sizing.png
The bar under the picture is 20 um long.
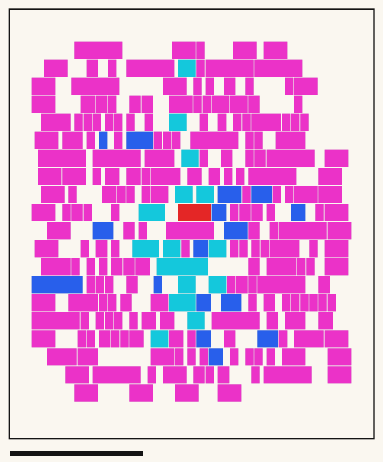
clock_nets.png
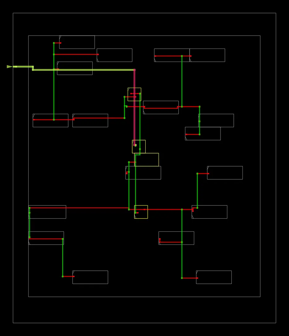
gates.png
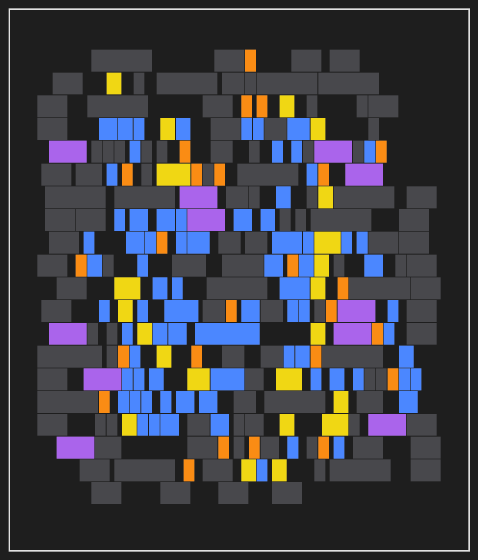
$ cat src/rtl/alarm_clock_pkg.sv
// Shared types and constants for the alarm clock datapath: BCD digit width,
// per-digit maxima, the reset time and the legal-time check used on loads.
package alarm_clock_pkg;

   localparam int DIGIT_W = 4;

   typedef logic [DIGIT_W-1:0] bcd_t;

   localparam bcd_t MAX_LS_MIN     = 4'd9;
   localparam bcd_t MAX_MS_MIN     = 4'd5;
   localparam bcd_t MAX_HR_LS      = 4'd9;
   localparam bcd_t MAX_HR_MS      = 4'd2;
   localparam bcd_t MAX_HR_LS_AT_2 = 4'd3;

   typedef struct packed {
      bcd_t ms_hr;
      bcd_t ls_hr;
      bcd_t ms_min;
      bcd_t ls_min;
   } hhmm_t;

   localparam hhmm_t RESET_TIME = '{ms_hr: 4'd0, ls_hr: 4'd0, ms_min: 4'd0, ls_min: 4'd0};

   // True when the time is a real 24-hour HH:MM value.
   function automatic logic load_valid(input hhmm_t t);
      logic ok;
      ok = (t.ls_min <= MAX_LS_MIN) && (t.ms_min <= MAX_MS_MIN) &&
           (t.ls_hr <= MAX_HR_LS) && (t.ms_hr <= MAX_HR_MS);
      if (t.ms_hr == MAX_HR_MS && t.ls_hr > MAX_HR_LS_AT_2)
         ok = 1'b0;
      return ok;
   endfunction

endpackage

$ cat src/rtl/bcd_digit_counter.sv
// One BCD digit with load, increment and forced wrap. Any value at or above
// MAX rolls to 0 and carries, so out-of-range loads can never lock the digit.
module bcd_digit_counter
   import alarm_clock_pkg::*;
#(
   parameter bcd_t MAX     = 4'd9,
   parameter bcd_t RST_VAL = 4'd0
) (
   input  logic       clock,
   input  logic       reset,
   input  logic       inc,
   input  logic       load,
   input  bcd_t       load_val,
   input  logic       wrap_force,
   output bcd_t       digit,
   output logic       carry_out
);

   logic at_top;

   assign at_top    = (digit >= MAX) || wrap_force;
   assign carry_out = inc && at_top;

   always_ff @(posedge clock) begin
      if (reset)
         digit <= RST_VAL;
      else if (load)
         digit <= load_val;
      else if (inc)
         digit <= at_top ? '0 : digit + 1'b1;
   end

endmodule

$ cat src/rtl/time_counter.sv
// 24-hour HH:MM time-of-day counter in BCD. Advances one minute per one_minute
// cycle, accepts full-time loads, and flags day rollover and rejected loads.
module time_counter
   import alarm_clock_pkg::*;
#(
   parameter bit LOAD_CHECK = 1'b1
) (
   input  logic               clock,
   input  logic               reset,
   input  logic               one_minute,
   input  logic               load_new_c,
   input  logic [DIGIT_W-1:0] new_current_time_ms_hr,
   input  logic [DIGIT_W-1:0] new_current_time_ls_hr,
   input  logic [DIGIT_W-1:0] new_current_time_ms_min,
   input  logic [DIGIT_W-1:0] new_current_time_ls_min,
   output logic [DIGIT_W-1:0] current_time_ms_hr,
   output logic [DIGIT_W-1:0] current_time_ls_hr,
   output logic [DIGIT_W-1:0] current_time_ms_min,
   output logic [DIGIT_W-1:0] current_time_ls_min,
   output logic               day_wrap,
   output logic               load_err
);

   hhmm_t new_time;
   logic  load_ok;
   logic  load_go;
   logic  advance;
   logic  hr_wrap;
   logic  c_ls_min;
   logic  c_ms_min;
   logic  c_ls_hr;
   logic  c_ms_hr;

   assign new_time = {new_current_time_ms_hr, new_current_time_ls_hr,
                      new_current_time_ms_min, new_current_time_ls_min};
   assign load_ok  = !LOAD_CHECK || load_valid(new_time);
   assign load_go  = load_new_c && load_ok;
   // A load, accepted or not, swallows a coincident minute pulse.
   assign advance  = one_minute && !load_new_c;
   // Hours 2x with x >= 3 (including illegal 24..29) roll straight to 00.
   assign hr_wrap  = (current_time_ms_hr >= MAX_HR_MS) && (current_time_ls_hr >= MAX_HR_LS_AT_2);

   bcd_digit_counter #(.MAX(MAX_LS_MIN), .RST_VAL(RESET_TIME.ls_min)) u_ls_min (
      .clock(clock), .reset(reset), .inc(advance), .load(load_go),
      .load_val(new_current_time_ls_min), .wrap_force(1'b0),
      .digit(current_time_ls_min), .carry_out(c_ls_min)
   );

   bcd_digit_counter #(.MAX(MAX_MS_MIN), .RST_VAL(RESET_TIME.ms_min)) u_ms_min (
      .clock(clock), .reset(reset), .inc(c_ls_min), .load(load_go),
      .load_val(new_current_time_ms_min), .wrap_force(1'b0),
      .digit(current_time_ms_min), .carry_out(c_ms_min)
   );

   bcd_digit_counter #(.MAX(MAX_HR_LS), .RST_VAL(RESET_TIME.ls_hr)) u_ls_hr (
      .clock(clock), .reset(reset), .inc(c_ms_min), .load(load_go),
      .load_val(new_current_time_ls_hr), .wrap_force(hr_wrap),
      .digit(current_time_ls_hr), .carry_out(c_ls_hr)
   );

   bcd_digit_counter #(.MAX(MAX_HR_MS), .RST_VAL(RESET_TIME.ms_hr)) u_ms_hr (
      .clock(clock), .reset(reset), .inc(c_ls_hr), .load(load_go),
      .load_val(new_current_time_ms_hr), .wrap_force(hr_wrap),
      .digit(current_time_ms_hr), .carry_out(c_ms_hr)
   );

   // A carry out of the tens-of-hours digit only happens on the roll to 00:00.
   always_ff @(posedge clock) begin
      if (reset) begin
         day_wrap <= 1'b0;
         load_err <= 1'b0;
      end else begin
         day_wrap <= c_ms_hr;
         load_err <= load_new_c && !load_ok;
      end
   end

endmodule

$ cat config.mk
export PLATFORM = sky130hd
export DESIGN_NAME = time_counter
export DESIGN_NICKNAME = d
export VERILOG_FILES = /design/src/rtl/alarm_clock_pkg.sv /design/src/rtl/bcd_digit_counter.sv /design/src/rtl/time_counter.sv
export SDC_FILE = /design/constraint.sdc
export NUM_CORES = 1
export LEC_CHECK = 0
export ABC_AREA = 1
export CAP_MARGIN = 15
export CORE_ASPECT_RATIO = 1.2
export CORE_MARGIN = 3
export CORE_UTILIZATION = 47
export DETAILED_ROUTE_END_ITERATION = 10
export PLACE_DENSITY = 0.79
export SYNTH_ARGS = -nofsm -noshare
export SYNTH_HDL_FRONTEND = slang
export SYNTH_SLANG_ARGS = --single-unit
$ cat constraint.sdc
create_clock -name clock -period 1.81 [get_ports clock]
set_input_delay 0.181 -clock clock [delete_from_list [all_inputs] [get_ports clock]]
set_output_delay 0.181 -clock clock [all_outputs]
set_load 0.01 [all_outputs]
==> job_summary.md <==
## PnR job results

| Metric | Value |
|---|---|
| Met1 wire length | 1500 um |
| Met1 usage | 0.249 |
| Gp weighted congestion | 0.900 |
| Syn avg cell area | 6.75 um2 |
| Max Used Layer | met4 |
| H-tree depth | 1 |
| GRT met3 Usage | 0.0253 |
| Outcome | finished, final reports clean |
| Total Routed Length | 3300 um |
| R2R Setup Slk | 160 ps |
| Synth mux share | 0 |
| CTS tree | yes |
| Die X | 54.8 um |
| Via count | 1407 |
| Simple share | 0.415 |
| Slowest CP cell | dfxtp_1 |
| Max-Cap Viols | 0 |
| Min-Delay Startpoint | new_current_time_ls_hr[0] |
| Worst rel slew slack | 0.823 |
| Worst setup SP type | register |
| Worst hold endpoint | u_ls_hr.digit[0]$_SDFFE_PP0P_ |
| Clk slew on worst S/H paths | 120 ps |
| Distinct cells, synth | 27 |
| Final Hold Viols | 0 |
| Crit Path Category | reg2reg |
| Vias per cell | 5.08 |
| Resized cells post-CTS | 0 |
| Die Height | 64.5 um |
| Power, Total | 0.819 mW |
| R2r worst-path depth | 8 |
| CTS Hold Bufs | 0 |
| Number of synthesized flops with an enable pin | 0 |
| Tool Warnings | 33 |
| Tcrit/Tclk final | 0.912 |
| Flops & latches, synth | 18 |
| Final core occ | 0.692 |
| CP max FO | 8 |
| YS warnings | 0 |
| WL met3 | 157 um |
| Hold Path Class | in2reg |
| Synthesized area | 0.00134 mm2 |
| I/O pins | 38 |
| CP Launch Point | u_ms_min.digit[0]$_SDFFE_PP0P_ |
| Post-Synth XOR/XNOR Area | 0.0196 |
| Area of the core | 0.00263 mm2 |
Notes on sizing.png above:
[cyan] x3 and x4 | cells: 15
[blue] x2 | cells: 16
[magenta] x1 and smaller | cells: 212
[red] x6 and larger | cells: 1
area grow syn2layout: 35.4%
worst setup margin: 160 ps
bufs w/o clock: 45
final std cell area, no fill: 0.00182 mm2

Notes on clock_nets.png above:
final clock skew: 5.83 ps
Power Clock: 0.261 mW
clock sinks: 18

Notes on gates.png above:
[purple] fa/ha/maj cells | cells: 11
[blue] nand cells | cells: 76
[orange] inv cells | cells: 25
[yellow] aoi and oai cells | cells: 22

-- layout by cell type (no fill, tap or decap), drive strengths merged --
cell type and n:
a211oi 1, a21oi 10, buf 8, clkbuf 4, clkdlybuf4s50 37, dfxtp 18, ha 11, inv 25
nand2 48, nand3 14, nand3b 2, nand4 12, nor2 39, nor3b 1, o21ai 10, o21bai 1
xnor2 1, xor2 2
-- report_power, final --
part	switching [mW]	internal, mW	leakage [nW]
registers	0.00763	0.403	0.146
clock network	0.138	0.123	0.0210
logic	0.0726	0.0752	0.696
-- Yosys cell counts (2+ instances only) --
master    number
inv_1         23
nor2_1        35
nand3b_1       2
nand2_2        3
xor2_1         2
inv_2          2
nand3_1       12
nand2_4        2
buf_6          2
a21oi_2        4
nand2_1       43
nor2_2         3
o21ai_0        9
dfxtp_1       18
a21oi_1        6
ha_1          11
nand3_2        2
nand4_1       11
-- state kept, by name, summed over array words and instances, names as in the netlist --
name	count
day_wrap	1
u_ms_hr.digit	4
u_ms_min.digit	4
u_ls_min.digit	4
u_ls_hr.digit	4
load_err	1
-- final cells by class --
class,instances,area (um2)
Tap cell,33,41.3
Fill cell,261,810
Inverter,25,93.8
Multi-Input combinational cell,152,855
Timing Repair Buffer,45,430
Clock buffer,4,36.3
Sequential cell,18,362
-- kinds of logic (layout without fill, tap and decap cells) --
logic type	after synthesis	in the layout
AOI/OAI and AO/OA	22	22
adders and majority gates	11	11
DFF	18	18
xor gates and xnor gates	3	3
buffers and inverters	29	74
and+or+nand+nor	116	116
-- through the flow --
step | worst slack (ps) | instance area, um2
2_1_floorplan | 322 | 1340
3_3_place_gp | 127 | 1780
3_5_place_dp | 110 | 1780
4_1_cts | 173 | 1820
5_1_grt | 2.72 | 1820
6_report | 160 | 1820
Power and IR drop assume default switching activity.
